File: config.mk
export PLATFORM = sky130hd
export DESIGN_NAME = seg_scan_ctrl
export DESIGN_NICKNAME = d
export VERILOG_FILES = /design/src/rtl/seg_scan_ctrl.sv
export SDC_FILE = /design/constraint.sdc
export NUM_CORES = 1
export LEC_CHECK = 0
export CORE_ASPECT_RATIO = 0.75
export CORE_MARGIN = 1.5
export CORE_UTILIZATION = 50
export DETAILED_ROUTE_END_ITERATION = 8
export PLACE_DENSITY = 0.7
export SLEW_MARGIN = 5
export SYNTH_ARGS = -nofsm -noshare
export SYNTH_HDL_FRONTEND = slang
export SYNTH_SLANG_ARGS = --single-unit
File: constraint.sdc
create_clock -name clk -period 5.89 [get_ports clk]
set_input_delay 0.8835 -clock clk [delete_from_list [all_inputs] [get_ports clk]]
set_output_delay 0.8835 -clock clk [all_outputs]
set_load 0.01 [all_outputs]
File: src/rtl/seg_scan_ctrl.sv
// Four-digit multiplexed segment scanner with per-digit PWM brightness and
// double-buffered digit data that is swapped at frame boundaries.
module seg_scan_ctrl #(
    parameter logic [31:0] PERIOD = 32'd5000,
    parameter logic [31:0] DEAD   = 32'd200,
    parameter logic [31:0] STEP   = 32'd300
) (
    input  logic       clk,
    input  logic       rst,
    input  logic       en,
    input  logic       wr_en,
    input  logic [1:0] wr_addr,
    input  logic [7:0] wr_seg,
    input  logic [3:0] wr_bri,
    input  logic       commit_req,
    output logic [7:0] seg,
    output logic [3:0] com,
    output logic       frame_tick,
    output logic       commit_ack
);

    typedef enum logic {IDLE, SCAN} state_t;

    state_t      state_q, state_d;
    logic [31:0] slot_cnt_q, slot_cnt_d;
    logic [1:0]  digit_q, digit_d;
    logic        pending_q, pending_d;
    logic [7:0]  seg_q, seg_d;
    logic [3:0]  com_q, com_d;
    logic        frame_tick_q, frame_tick_d;
    logic        commit_ack_q, commit_ack_d;

    logic [7:0]  stg_seg_q [4];
    logic [7:0]  stg_seg_d [4];
    logic [3:0]  stg_bri_q [4];
    logic [3:0]  stg_bri_d [4];
    logic [7:0]  act_seg_q [4];
    logic [7:0]  act_seg_d [4];
    logic [3:0]  act_bri_q [4];
    logic [3:0]  act_bri_d [4];

    logic        req_any;
    logic        apply;
    logic        slot_wrap;
    logic        lit;
    logic [31:0] on_end;

    always_comb begin
        state_d      = state_q;
        slot_cnt_d   = slot_cnt_q;
        digit_d      = digit_q;
        stg_seg_d    = stg_seg_q;
        stg_bri_d    = stg_bri_q;
        act_seg_d    = act_seg_q;
        act_bri_d    = act_bri_q;
        seg_d        = '0;
        com_d        = '0;
        frame_tick_d = 1'b0;
        commit_ack_d = 1'b0;
        apply        = 1'b0;
        lit          = 1'b0;
        on_end       = '0;
        req_any      = pending_q | commit_req;
        slot_wrap    = (slot_cnt_q == PERIOD - 32'd1);

        case (state_q)
            IDLE: begin
                slot_cnt_d = '0;
                digit_d    = '0;
                apply      = req_any;
                if (en) state_d = SCAN;
            end
            SCAN: begin
                if (!en) begin
                    state_d    = IDLE;
                    slot_cnt_d = '0;
                    digit_d    = '0;
                end else if (slot_wrap) begin
                    slot_cnt_d = '0;
                    digit_d    = digit_q + 2'd1;
                    if (digit_q == 2'd3) begin
                        frame_tick_d = 1'b1;
                        apply        = req_any;
                    end
                end else begin
                    slot_cnt_d = slot_cnt_q + 32'd1;
                end
            end
            default: state_d = IDLE;
        endcase

        pending_d = req_any & ~apply;

        // Copy uses the registered staging bank, so a same-cycle write is not taken.
        if (apply) begin
            act_seg_d    = stg_seg_q;
            act_bri_d    = stg_bri_q;
            commit_ack_d = 1'b1;
        end

        if (wr_en) begin
            stg_seg_d[wr_addr] = wr_seg;
            stg_bri_d[wr_addr] = wr_bri;
        end

        if (state_d == SCAN) begin
            lit    = (slot_cnt_d >= DEAD);
            on_end = DEAD + ({28'd0, act_bri_d[digit_d]} * STEP);
            com_d  = lit ? (4'b0001 << digit_d) : 4'b0000;
            seg_d  = (lit && (slot_cnt_d < on_end)) ? act_seg_d[digit_d] : 8'h00;
        end
    end

    always_ff @(posedge clk or negedge rst) begin
        if (!rst) begin
            state_q      <= IDLE;
            slot_cnt_q   <= '0;
            digit_q      <= '0;
            pending_q    <= 1'b0;
            seg_q        <= '0;
            com_q        <= '0;
            frame_tick_q <= 1'b0;
            commit_ack_q <= 1'b0;
            stg_seg_q    <= '{default: '0};
            stg_bri_q    <= '{default: '0};
            act_seg_q    <= '{default: '0};
            act_bri_q    <= '{default: '0};
        end else begin
            state_q      <= state_d;
            slot_cnt_q   <= slot_cnt_d;
            digit_q      <= digit_d;
            pending_q    <= pending_d;
            seg_q        <= seg_d;
            com_q        <= com_d;
            frame_tick_q <= frame_tick_d;
            commit_ack_q <= commit_ack_d;
            stg_seg_q    <= stg_seg_d;
            stg_bri_q    <= stg_bri_d;
            act_seg_q    <= act_seg_d;
            act_bri_q    <= act_bri_d;
        end
    end

    assign seg        = seg_q;
    assign com        = com_q;
    assign frame_tick = frame_tick_q;
    assign commit_ack = commit_ack_q;

endmodule

Figure 1. Floorplan with the power grid.
Scale bar: 50 microns. Pins as bars on the die edge. Tap cells in gray.
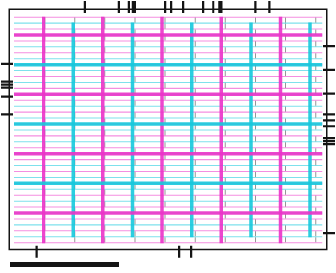
legend:
  VDD:
    color: cyan
  VSS:
    color: magenta
met1 rails: 39
met4 straps: 10
rows: 38
met5 straps: 7
Die X: 144.8 microns
Core Footprint: 0.01460 sq mm

Figure 2. Placement by cell class.
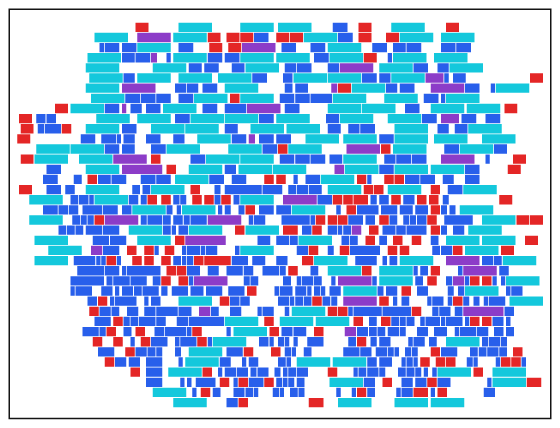
legend:
  remaining logic cells:
    color: blue
    cells: 489
  remaining buffers and delay cells:
    color: red
    cells: 153
  registers:
    color: cyan
    cells: 146
  clock drivers and dummy loads:
    color: purple
    cells: 32
core occupancy in the finished layout: 66.94%
post-route standard cell area excluding fillers: 0.009771 sq mm
total number of placement rows: 38

Figure 3. Routed clock nets over the placement.
Scale bar: 50 microns.
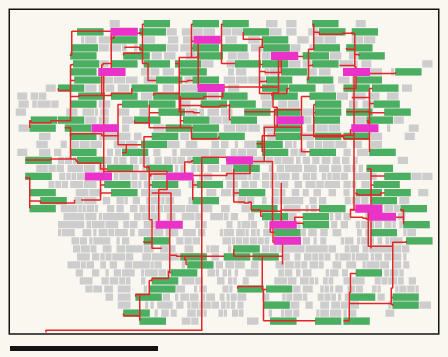
legend:
  flip-flops:
    color: green
    count: 146
  clock wires:
    color: red
    length: 1,740 microns
  clock-net drivers:
    color: magenta
    count: 17
routed clock nets: 18
flops lie: widely spread

Figure 4. Routed metal, one color a layer.
Scale bar: 50 microns. Only two layers are drawn.
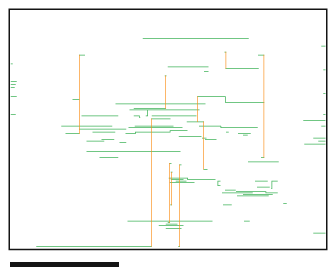
legend:
  M3:
    color: green
    wire_length: 844 microns
  M4:
    color: orange
    wire_length: 277 microns
total wire length: 18,430 microns
routed length per placed instance: 18.05 microns
count of vias placed by the detailed router: 5,811
total routing resource utilization after global routing: 25.11%

==> notes.org <==
#+TITLE: Synthesis and PnR summary

** Run status
- The flow ran to the end, but the final reports show violations.
- The checks that failed: setup timing.

** Worst setup path
- The kind of cell with the highest combined delay along the critical path is simple AND/OR/NAND/NOR gates.
- The capture point of the worst register-to-register path is recorded as seg[2]$_DFF_PN0_.
- Looking at the setup timing report, the critical path kind is reg -> reg.
- Critical path startpoint :: slot_cnt_q[26]$_DFF_PN0_
- Required time of the critical path :: 6.23 ns
- The timing report shows that the slowest cell on the worst path is sky130_fd_sc_hd__or4_4.
- Crit path buffers/inverters :: 4
- Worst R2R Setup Slack :: -0.39 ns
- Startpoint type of the worst setup path :: flip-flop
- The number of cells on the worst reg-to-reg path is 28.
- Endpoint class of the critical path :: flip-flop
- Reg-to-reg critical path startpoint :: slot_cnt_q[26]$_DFF_PN0_
- Stages on worst setup path :: 28
- Capture point of the worst path :: seg[2]$_DFF_PN0_
- The arrival time of data at the worst endpoint is listed as 6.62 ns.
- On the worst path, the slowest cell contributes a delay of 0.54 ns.

** Worst hold path
- Looking at the hold checks, the worst path lands on act_seg_q[29]$_DFF_PN0_.
- Class of the tightest hold or removal check :: reg -> reg
- Hold path startpoint :: act_seg_q[29]$_DFF_PN0_

** Synthesis
- Count of synthesis-stage warnings from yosys :: 0
- The synthesized design contains 0 enable-type register cells.
- After Yosys synthesis, XOR and XNOR cells account for ~5.1% of the synthesized area.
- Area fraction in and, or, nand and nor cells after synthesis :: 15.64%
- Number of synthesized register bits :: 146
- Area share of the largest cell type after synthesis :: around half
- At floorplan, the net count of the design was reported as roughly 720.
- Yosys instantiated no cell more often than sky130_fd_sc_hd__dfrtp_1.
- Mux frac, synth :: ~14%
- Share of async-settable or async-resettable flops after synthesis :: 100.0%
- Summing the sequential cell areas from Yosys gives between 40% and 50% of the chip area.
- In this run the mean area of a mapped cell was 11.22 sq um.
- Synthesis instantiated around 65 different standard cells from the library.
- Of the total synthesized cell area, the portion taken by full adders, half adders and majority gates is about 4.7%.
- Post-synthesis instance area :: around 0.0075 sq mm
- Post-Syn Instances :: about 670
- Area share of and-or/or-and cells after synthesis :: under 10%
- The synthesis report lists the most area-consuming cells as sky130_fd_sc_hd__dfrtp_1, sky130_fd_sc_hd__mux2_2, sky130_fd_sc_hd__ha_1.
- Per the synthesis report, the dominant area consumer among library cells is sky130_fd_sc_hd__dfrtp_1.
- The commonest register cell is sky130_fd_sc_hd__dfrtp_1.

** Timing
- For the final database, setup skew stands at around 0.0077 ns.
- Setup repair after global routing could not meet its margin everywhere.
- Max-slew headroom at the worst pin :: a little under two fifths
- Post-route period utilization is reported as 106.6%.
- Time the final worst path needs with I/O delays and setup :: 6.279 ns
- The final timing report lists a hold violation count of 0.
- # setup viols final :: 8
- Setup WS post-layout :: -0.3894 ns
- Slew Limit Fails :: 0

** Cells and area
- Registers take 0.003654 sq mm.
- Top logic cells by instance count in the layout :: sky130_fd_sc_hd__dfrtp_1, sky130_fd_sc_hd__buf_4, sky130_fd_sc_hd__mux2_2
- Post-layout net count :: 854
- Compared with the post-synthesis result, the final layout area differs by 29.55%.
- Per the layout report, the design carries 1,064 filler cells.
- Leaving out filler cells and counting taps, the final layout contains approximately 1,000.
- The most common logic cell in the final layout is sky130_fd_sc_hd__dfrtp_1.
- Fraction of final layout cells sized beyond drive strength 1 :: between 30% and 40%

** Clocking
- TritonCTS clock tree :: yes
- The CTS log lists the clock sinks for this run as roughly 150.
- Per the skew report, the later register of the worst-skew pair sees a clock latency of approximately 0.43 ns.
- CTS placed an instance of sky130_fd_sc_hd__clkbuf_16 at the clock tree root.
- The longest clock path from root to sink contains 2 buffers.
- Per the CTS log, the maximum H-tree level is 4.
- For this design, the CTS-stage hold fixing added 0 buffers.
- CTS buffer count :: 17

** Placement
- RePlAce Congestion :: 0.8780
- Detailed placement reports a standard cell area of about 0.009 sq mm.
- Input and output buffers added on the ports amount to 32.
- Sum of net half-perimeters after detailed placement :: between 10,000 and 15,000 microns

** GRT
- The total overflow left after global routing is 0.
- Entering global routing, the biggest net connects around 110 pins.
- The first global-routing pass estimated between 20,000 and 30,000 microns of wire.
- The number of global-route vias before repair is between 5,000 and 6,000.

** Flow run
- Max-cap violation count :: 0
- The stage logs contain a warning count of 31.

** Power and ir drop
- The script extracted a total leakage power of 4.456 nW.
- Peak VDD IR :: about 0.00018 V

** Detailed routing
- Post-DR vias/cell :: ~5.7
- Per the post-route antenna check, the number of violating nets is 0.
- DR pass1 iterations :: 5
- After detailed routing, the number of remaining DRC violations is 0.

** Floorplanning
- Total I/O pin count :: 33
- The overall die size recorded for this design is between 0.015 and 0.02 sq mm.
- At the floorplan stage, the core utilization is reported as 51.67%.
==> state kept, by name, indices dropped and copies added (netlist names) <==
register    cells
act_bri_q      16
act_seg_q      32
com             4
commit_ack      1
digit_q         2
frame_tick      1
pending_q       1
seg             8
slot_cnt_q     32
state_q         1
stg_bri_q      16
stg_seg_q      32
==> where the power goes <==
part,internal [mW],switching (mW),total (mW)
combinational,0.469,0.433,0.902
sequential,1.16,0.0588,1.21
clock,0.690,0.424,1.11
total,2.31,0.915,3.23
==> routing by layer <==
layer  track usage (%)  wire (microns)  vias up
met4             9.596             276        0
met3             4.225             844       23
li1                  -               -     2695
met1             35.56            8779     2950
met2             38.88            8529      143
met5                 0               0        -
==> what timing repair did <==
action | in CTS | in global routing
setup buffers | 12 | 1
gates resized | 39 | 12
gates cloned | 0 | 0
endpoints found under the setup margin | 8 | 8
endpoints found under the hold margin | 0 | 0
pin swaps | 21 | 2
==> cells by family after synthesis <==
logic type | count (synthesis)
simple gates | 212
flops | 146
mux | 94
compound gates | 88
buf+inv | 60
fa+ha+maj | 28
xor+xnor | 44
==> metrics by stage <==
stage / total power, mW / worst slack (ns) / setup TNS [ns] / hold WS [ns]
after global routing: 3.393 / -0.6577 / -5.047 / 0.5093
after global placement: 2.006 / -0.9279 / -7.411 / 0.4616
after floorplan: 1.755 / -0.2273 / -1.818 / 0.4267
after detailed placement: 2.055 / -1.151 / -9.062 / 0.4762
after CTS: 3.214 / -0.3918 / -2.954 / 0.4943
final: 3.230 / -0.3894 / -2.938 / 0.4935
==> final cells by class <==
cell class / instances / share of cell area [%]
clock inverters: 12 / 1.588
flip-flops and latches: 146 / 37.39
inverters: 23 / 0.8836
repair buffers: 153 / 12.83
diodes: 1 / 0.02561
well taps: 200 / 2.561
clock buffers: 20 / 4.674
multi-input cells: 466 / 40.04
Power and IR drop assume default switching activity.
